<file path="config.mk">
export PLATFORM = sky130hd
export DESIGN_NAME = ram_access_arbiter_flat
export DESIGN_NICKNAME = d
export VERILOG_FILES = /design/src/rtl/ram_access_arbiter_if.sv /design/src/rtl/ram_access_arbiter.sv /design/src/flat_wrapper.sv
export SDC_FILE = /design/constraint.sdc
export NUM_CORES = 1
export LEC_CHECK = 0
export CORE_MARGIN = 3
export CORE_UTILIZATION = 33
export DETAILED_ROUTE_END_ITERATION = 16
export PLACE_DENSITY = 0.73
export SETUP_SLACK_MARGIN = 0.05
export SYNTH_ARGS = -nofsm -noshare
export SYNTH_HDL_FRONTEND = slang
export SYNTH_SLANG_ARGS = --single-unit
</file>
<file path="constraint.sdc">
create_clock -name clk -period 1.34 [get_ports clk]
set_clock_uncertainty 0.15 [all_clocks]
set_input_delay 0.402 -clock clk [delete_from_list [all_inputs] [get_ports clk]]
set_output_delay 0.402 -clock clk [all_outputs]
set_load 0.1 [all_outputs]
</file>
<file path="src/rtl/ram_access_arbiter_if.sv">
// Requester and RAM-port bundle for ram_access_arbiter.
// slave = arbiter side, master = client/RAM side.
interface ram_access_arbiter_if #(
  parameter int AW = 3,
  parameter int DW = 8
);
  logic          a_req;
  logic          a_we;
  logic [AW-1:0] a_addr;
  logic [DW-1:0] a_wdata;
  logic          a_gnt;
  logic          a_rvalid;
  logic [DW-1:0] a_rdata;

  logic          b_req;
  logic          b_we;
  logic [AW-1:0] b_addr;
  logic [DW-1:0] b_wdata;
  logic          b_gnt;
  logic          b_rvalid;
  logic [DW-1:0] b_rdata;

  logic [AW-1:0] ram_address;
  logic [DW-1:0] ram_data_in;
  logic          ram_we;
  logic [DW-1:0] ram_data_out;

  modport slave (
    input  a_req, a_we, a_addr, a_wdata,
    output a_gnt, a_rvalid, a_rdata,
    input  b_req, b_we, b_addr, b_wdata,
    output b_gnt, b_rvalid, b_rdata,
    output ram_address, ram_data_in, ram_we,
    input  ram_data_out
  );

  modport master (
    output a_req, a_we, a_addr, a_wdata,
    input  a_gnt, a_rvalid, a_rdata,
    output b_req, b_we, b_addr, b_wdata,
    input  b_gnt, b_rvalid, b_rdata,
    input  ram_address, ram_data_in, ram_we,
    output ram_data_out
  );
endinterface

</file>
<file path="src/rtl/ram_access_arbiter.sv">
// Round-robin arbiter for a shared single-port RAM,
// with tagged read return and a bulk-clear sequencer.
module ram_access_arbiter #(
  parameter int            AW   = 3,
  parameter int            DW   = 8,
  parameter logic [DW-1:0] FILL = '0
) (
  input  logic clk,
  input  logic rst,
  input  logic clr_req,
  output logic clr_busy,
  output logic clr_done,
  ram_access_arbiter_if.slave bus
);

  typedef enum logic {SERVE, CLEAR} state_e;

  state_e        state_q, state_d;
  logic [AW-1:0] cnt_q, cnt_d;
  logic          last_b_q, last_b_d;
  logic          we_q, we_d;
  logic [AW-1:0] addr_q, addr_d;
  logic [DW-1:0] din_q, din_d;
  logic          done_q, done_d;
  logic          t1_v_q, t1_v_d;
  logic          t1_b_q, t1_b_d;
  logic          a_rv_q, b_rv_q;
  logic          pick_a, pick_b;

  // Contention goes to whoever was not granted last.
  assign pick_a = bus.a_req &&
                  (!bus.b_req || last_b_q);
  assign pick_b = bus.b_req && !pick_a;

  always_comb begin
    state_d   = state_q;
    cnt_d     = cnt_q;
    last_b_d  = last_b_q;
    we_d      = 1'b0;
    addr_d    = addr_q;
    din_d     = din_q;
    done_d    = 1'b0;
    t1_v_d    = 1'b0;
    t1_b_d    = t1_b_q;
    bus.a_gnt = 1'b0;
    bus.b_gnt = 1'b0;
    unique case (state_q)
      SERVE: begin
        if (clr_req) begin
          state_d = CLEAR;
          cnt_d   = '0;
        end else begin
          unique case (1'b1)
            pick_a: begin
              bus.a_gnt = 1'b1;
              last_b_d  = 1'b0;
              we_d      = bus.a_we;
              addr_d    = bus.a_addr;
              din_d     = bus.a_wdata;
              t1_v_d    = !bus.a_we;
              t1_b_d    = 1'b0;
            end
            pick_b: begin
              bus.b_gnt = 1'b1;
              last_b_d  = 1'b1;
              we_d      = bus.b_we;
              addr_d    = bus.b_addr;
              din_d     = bus.b_wdata;
              t1_v_d    = !bus.b_we;
              t1_b_d    = 1'b1;
            end
            default: ;
          endcase
        end
      end
      CLEAR: begin
        we_d   = 1'b1;
        addr_d = cnt_q;
        din_d  = FILL;
        cnt_d  = cnt_q + 1'b1;
        if (cnt_q == '1) begin
          state_d = SERVE;
          done_d  = 1'b1;
        end
      end
      default: ;
    endcase
  end

  always_ff @(posedge clk or posedge rst) begin
    if (rst) begin
      state_q  <= SERVE;
      cnt_q    <= '0;
      last_b_q <= 1'b1;
      we_q     <= 1'b0;
      addr_q   <= '0;
      din_q    <= '0;
      done_q   <= 1'b0;
      t1_v_q   <= 1'b0;
      t1_b_q   <= 1'b0;
      a_rv_q   <= 1'b0;
      b_rv_q   <= 1'b0;
    end else begin
      state_q  <= state_d;
      cnt_q    <= cnt_d;
      last_b_q <= last_b_d;
      we_q     <= we_d;
      addr_q   <= addr_d;
      din_q    <= din_d;
      done_q   <= done_d;
      t1_v_q   <= t1_v_d;
      t1_b_q   <= t1_b_d;
      // Second tag stage lines up with RAM read data.
      a_rv_q   <= t1_v_q && !t1_b_q;
      b_rv_q   <= t1_v_q && t1_b_q;
    end
  end

  assign bus.ram_we      = we_q;
  assign bus.ram_address = addr_q;
  assign bus.ram_data_in = din_q;
  assign bus.a_rvalid    = a_rv_q;
  assign bus.b_rvalid    = b_rv_q;
  assign bus.a_rdata     = bus.ram_data_out;
  assign bus.b_rdata     = bus.ram_data_out;
  assign clr_busy        = (state_q == CLEAR);
  assign clr_done        = done_q;

endmodule

</file>
<file path="src/flat_wrapper.sv">
// flat-port wrapper written by rule: the top's interface ports become plain ports
module ram_access_arbiter_flat 
#(
  parameter int            AW   = 3,
  parameter int            DW   = 8,
  parameter logic [DW-1:0] FILL = '0
)
  (clk, rst, clr_req, clr_busy, clr_done, bus_a_req, bus_a_we, bus_a_addr, bus_a_wdata, bus_a_gnt, bus_a_rvalid, bus_a_rdata, bus_b_req, bus_b_we, bus_b_addr, bus_b_wdata, bus_b_gnt, bus_b_rvalid, bus_b_rdata, bus_ram_address, bus_ram_data_in, bus_ram_we, bus_ram_data_out);
  ram_access_arbiter_if #(.AW(AW), .DW(DW)) bus_i ();
  input  logic clk;
  input  logic rst;
  input  logic clr_req;
  output logic clr_busy;
  output logic clr_done;
  input wire logic [$bits(bus_i.a_req)-1:0] bus_a_req;
  input wire logic [$bits(bus_i.a_we)-1:0] bus_a_we;
  input wire logic [$bits(bus_i.a_addr)-1:0] bus_a_addr;
  input wire logic [$bits(bus_i.a_wdata)-1:0] bus_a_wdata;
  output wire logic [$bits(bus_i.a_gnt)-1:0] bus_a_gnt;
  output wire logic [$bits(bus_i.a_rvalid)-1:0] bus_a_rvalid;
  output wire logic [$bits(bus_i.a_rdata)-1:0] bus_a_rdata;
  input wire logic [$bits(bus_i.b_req)-1:0] bus_b_req;
  input wire logic [$bits(bus_i.b_we)-1:0] bus_b_we;
  input wire logic [$bits(bus_i.b_addr)-1:0] bus_b_addr;
  input wire logic [$bits(bus_i.b_wdata)-1:0] bus_b_wdata;
  output wire logic [$bits(bus_i.b_gnt)-1:0] bus_b_gnt;
  output wire logic [$bits(bus_i.b_rvalid)-1:0] bus_b_rvalid;
  output wire logic [$bits(bus_i.b_rdata)-1:0] bus_b_rdata;
  output wire logic [$bits(bus_i.ram_address)-1:0] bus_ram_address;
  output wire logic [$bits(bus_i.ram_data_in)-1:0] bus_ram_data_in;
  output wire logic [$bits(bus_i.ram_we)-1:0] bus_ram_we;
  input wire logic [$bits(bus_i.ram_data_out)-1:0] bus_ram_data_out;
  assign bus_i.a_req = bus_a_req;
  assign bus_i.a_we = bus_a_we;
  assign bus_i.a_addr = bus_a_addr;
  assign bus_i.a_wdata = bus_a_wdata;
  assign bus_a_gnt = bus_i.a_gnt;
  assign bus_a_rvalid = bus_i.a_rvalid;
  assign bus_a_rdata = bus_i.a_rdata;
  assign bus_i.b_req = bus_b_req;
  assign bus_i.b_we = bus_b_we;
  assign bus_i.b_addr = bus_b_addr;
  assign bus_i.b_wdata = bus_b_wdata;
  assign bus_b_gnt = bus_i.b_gnt;
  assign bus_b_rvalid = bus_i.b_rvalid;
  assign bus_b_rdata = bus_i.b_rdata;
  assign bus_ram_address = bus_i.ram_address;
  assign bus_ram_data_in = bus_i.ram_data_in;
  assign bus_ram_we = bus_i.ram_we;
  assign bus_i.ram_data_out = bus_ram_data_out;
  ram_access_arbiter #(.AW(AW), .DW(DW), .FILL(FILL)) u_core (.clk(clk), .rst(rst), .clr_req(clr_req), .clr_busy(clr_busy), .clr_done(clr_done), .bus(bus_i));
endmodule
</file>
==> impl_metrics.tcl <==
# yosys + openroad results
set metrics [dict create \
    cpPeakStageDelay_ns 0.57 \
    coreArea_mm2 0.003203 \
    fp-row-count 20 \
    via_per_inst 5.070 \
    reg2regPathDepth 6 \
    maxCapViolCount 0 \
    yosysCellCount 100 \
    ant_nets 0 \
    grt_pass1_vias 1133 \
    fillCellCount 196 \
    drt-total-wl_um 4185 \
    rsz0062_at_grt "yes" \
    antenna_found_initial 0 \
    fp_nets 139 \
    synth.top_cell.area_share 0.4541 \
    grt_pass1_wl_um 5761 \
    syn_area_mm2 0.001157 \
    avgSynthCellArea_um2 11.57 \
    ir_worst_vdd_mv 0.9714 \
    h-tree-depth 1 \
    clockBufferDepth 2 \
    min_period_over_period 1.438 \
    status "finished, violations left" \
    cts_root_buf "clkbuf_4" \
    num_vias 1019 \
    synth.distinct_cells 31 \
    maxSlewViolCount 0 \
    top_area_cell "dfrtp_1" \
    arrival_ns 1.38 \
    required_ns 0.79 \
    cp_slowest_cell "dfstp_2" \
    globalplace.congestion 0.7455 \
    die_area_mm2 0.004254 \
    synth_seq_share 0.4768 \
    setup_violations 33 \
    violations "negative setup slack" \
    pin_count 71 \
    drc_errors 0 \
    fmax_mhz 518.8 \
    endpoint "bus_a_gnt" \
    dp.cells 185 \
    finalNetCount 197 \
    critPathTopFamily "flip-flops" \
    area_leaders "dfrtp_1 (45%), buf_4 (11%), mux2i_1 (8.6%)" \
    r2r-end "u_core.bus.ram_address[0]" \
    fin_setup_tns_ns -6.579 \
    crit_buf_inv 1 \
    start_kind "flop" \
    layout_min_cycle_time_ns 1.927 \
    critical_path.startpoint "u_core.last_b_q" \
    grt_usage 0.1817 \
    cp_cell_sequence "nand2b_4 > and3_4 > buf_12" \
    cp.depth 3 \
    p_leak_nw 0.9296 \
    ys_warn_count 0 \
    cp_max_fo 2 \
    finalHoldViolCount 0 \
    utilization 0.6910 \
    grt_start_max_net_pins 23 \
    dr.pass1.iters 4 \
    cp-end-kind "primary output" \
    grt.overflow.total 0 \
    drive_gt1_frac 0.5924 \
    ctsHoldBuffers 0 \
    timing.setup.critical_path_class "reg2out" \
    logic_area_um2 599.3 \
    numSynthFlops 22 \
    hold_path.class "in2async" \
    regArea_um2 574.3 \
    syn_to_final_growth_pct 91.24 \
    final_cells 201 \
    worst_pin_slew_ns 0.2218 \
    diodes 0 \
    r2r_start "u_core.last_b_q" \
    layout_setup_ws_ns -0.5874 \
    floorplan.core_util 0.3613 \
    maxSlewHeadroom 0.8521 \
    cts_made_buffers 3 \
    drt_iter0_drc 40 \
    die_h_um 65.22 \
    wl_per_cell_um 20.82 \
]
metal layers:
| layer | wire (µm) | global-route usage |
|---|---|---|
| met1 | 1424 | 0.1744 |
| met2 | 2251 | 0.3300 |
| met3 | 365 | 0.05299 |
| met4 | 144 | 0.1244 |
| met5 | 0 | 0 |
final cells by class:
| cell class | instances | share of cell area |
|---|---|---|
| repair buffers | 73 | 0.4194 |
| flip-flops and latches | 22 | 0.2595 |
| multi-input cells | 56 | 0.2708 |
| inverters | 2 | 0.009045 |
| well taps | 44 | 0.02487 |
| clock buffers | 4 | 0.01639 |
power by group:
group | internal (mW) | switching [mW] | total (mW) | leakage (nW)
Clock | 0.167 | 0.214 | 0.381 | 0.0210
Combinational | 1.38 | 1.67 | 3.05 | 0.650
Sequential | 0.905 | 0.205 | 1.11 | 0.259
kinds of logic after synthesis:
family | count (synthesis) | share of synthesized area
AND-OR/OR-AND | 22 | 0.1697
buffers and inverters | 22 | 0.1405
flip-flops | 22 | 0.4768
AND/OR/NAND/NOR | 21 | 0.09515
multiplexers | 11 | 0.09622
adder cells (fa/ha/maj) | 2 | 0.02162
worst min-delay path by stage:
| stage | cells after the start | end |
|---|---|---|
| floorplan | 1 | u_core.clr_busy |
| global placement | 1 | u_core.bus.a_rvalid |
| detailed placement | 1 | u_core.bus.a_rvalid |
| CTS | 3 | u_core.bus.a_rvalid |
| global route | 3 | u_core.bus.ram_address[2] |
| finish | 3 | u_core.bus.ram_address[2] |
worst register-to-register path, delay by kind of cell (launching register included):
kind	cells	cell delay, ns
buffers and inverters	3	0.36
DFF	1	0.57
AOI/OAI and AO/OA	2	0.22
muxes	1	0.30
through the flow:
stage	power [mW]	cell area (µm²)	setup slack (ns)	hold WS, ns
finish	4.544	2213	-0.5874	0.2824
global route	4.715	2213	-0.6262	0.3042
CTS	4.160	2053	-0.5618	0.2481
detailed placement	3.482	1866	-0.6976	0.3074
global placement	3.429	1866	-0.6711	0.2859
floorplan	2.754	1200	-0.4091	0.2395
placed cells by master (no fill, tap or decap), types with 3 or more instances in the layout:
cell             count
clkbuf_4             3
buf_6                9
and2_4               3
dlygate4sd2_1        3
o2bb2ai_1            7
dfrtp_2             15
buf_4               12
buf_12              22
dfrtp_1              5
clkdlybuf4s50_1     25
nor2_1               3
nand2_1              6
mux2i_1              5
mux2i_4              3
Yosys cell counts (all sizes together):
| library cell | number |
|---|---|
| dfrtp | 21 |
| buf | 20 |
| mux2i | 10 |
| o2bb2ai | 8 |
| nand2 | 6 |
| nor2 | 5 |
| and2 | 4 |
| a21o | 2 |
| a31oi | 2 |
| ha | 2 |
| inv | 2 |
| nand3 | 2 |
| o21ai | 2 |
| o221ai | 2 |
| a21bo | 1 |
| a21boi | 1 |
| a21oi | 1 |
| a22o | 1 |
| and3 | 1 |
| and4b | 1 |
| dfstp | 1 |
| mux2 | 1 |
| nand2b | 1 |
| nor2b | 1 |
| o21bai | 1 |
| o31ai | 1 |
timing repair:
item / CTS / global route
endpoints found under the setup margin: 36 / 37
buffers inserted: 8 / 7
pin swaps: 6 / 9
cloned: 1 / 0
gates resized: 26 / 28
The clock network:
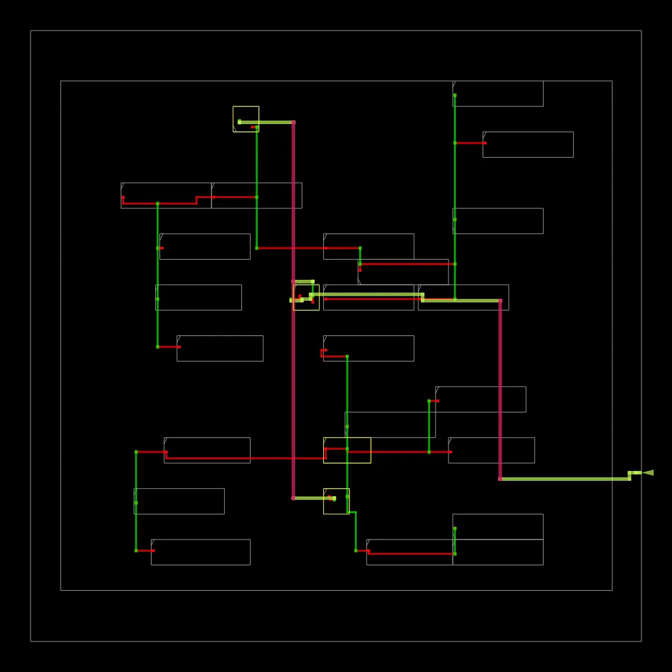
clock buffers: 4
P_clk: 381 µW
Late-Pin Clk Latency: 0.32 ns
flop count: 22
CTS Sinks: 22

The metal 4 layer:
Scale bar: 20 µm.
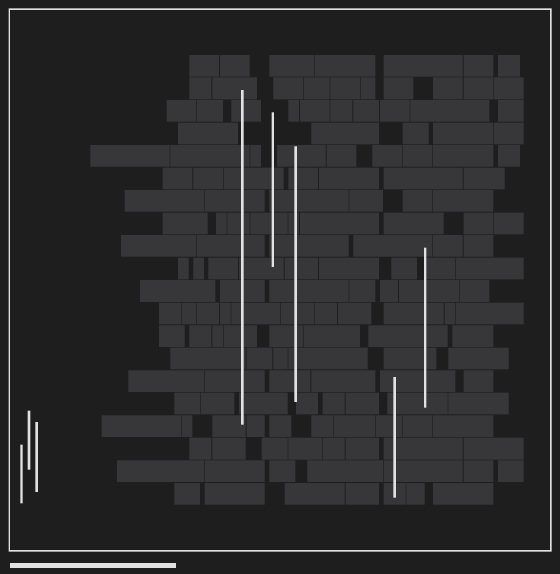
main direction = vertical
share of all routed wire = 3.4%

Metal layers overlaid:
Two of the layers only.
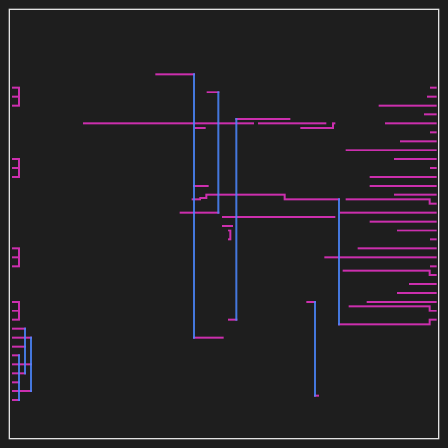
magenta -> M3  # wire length 366 µm
blue -> M4  # wire length 144 µm

Power and IR drop assume default switching activity.
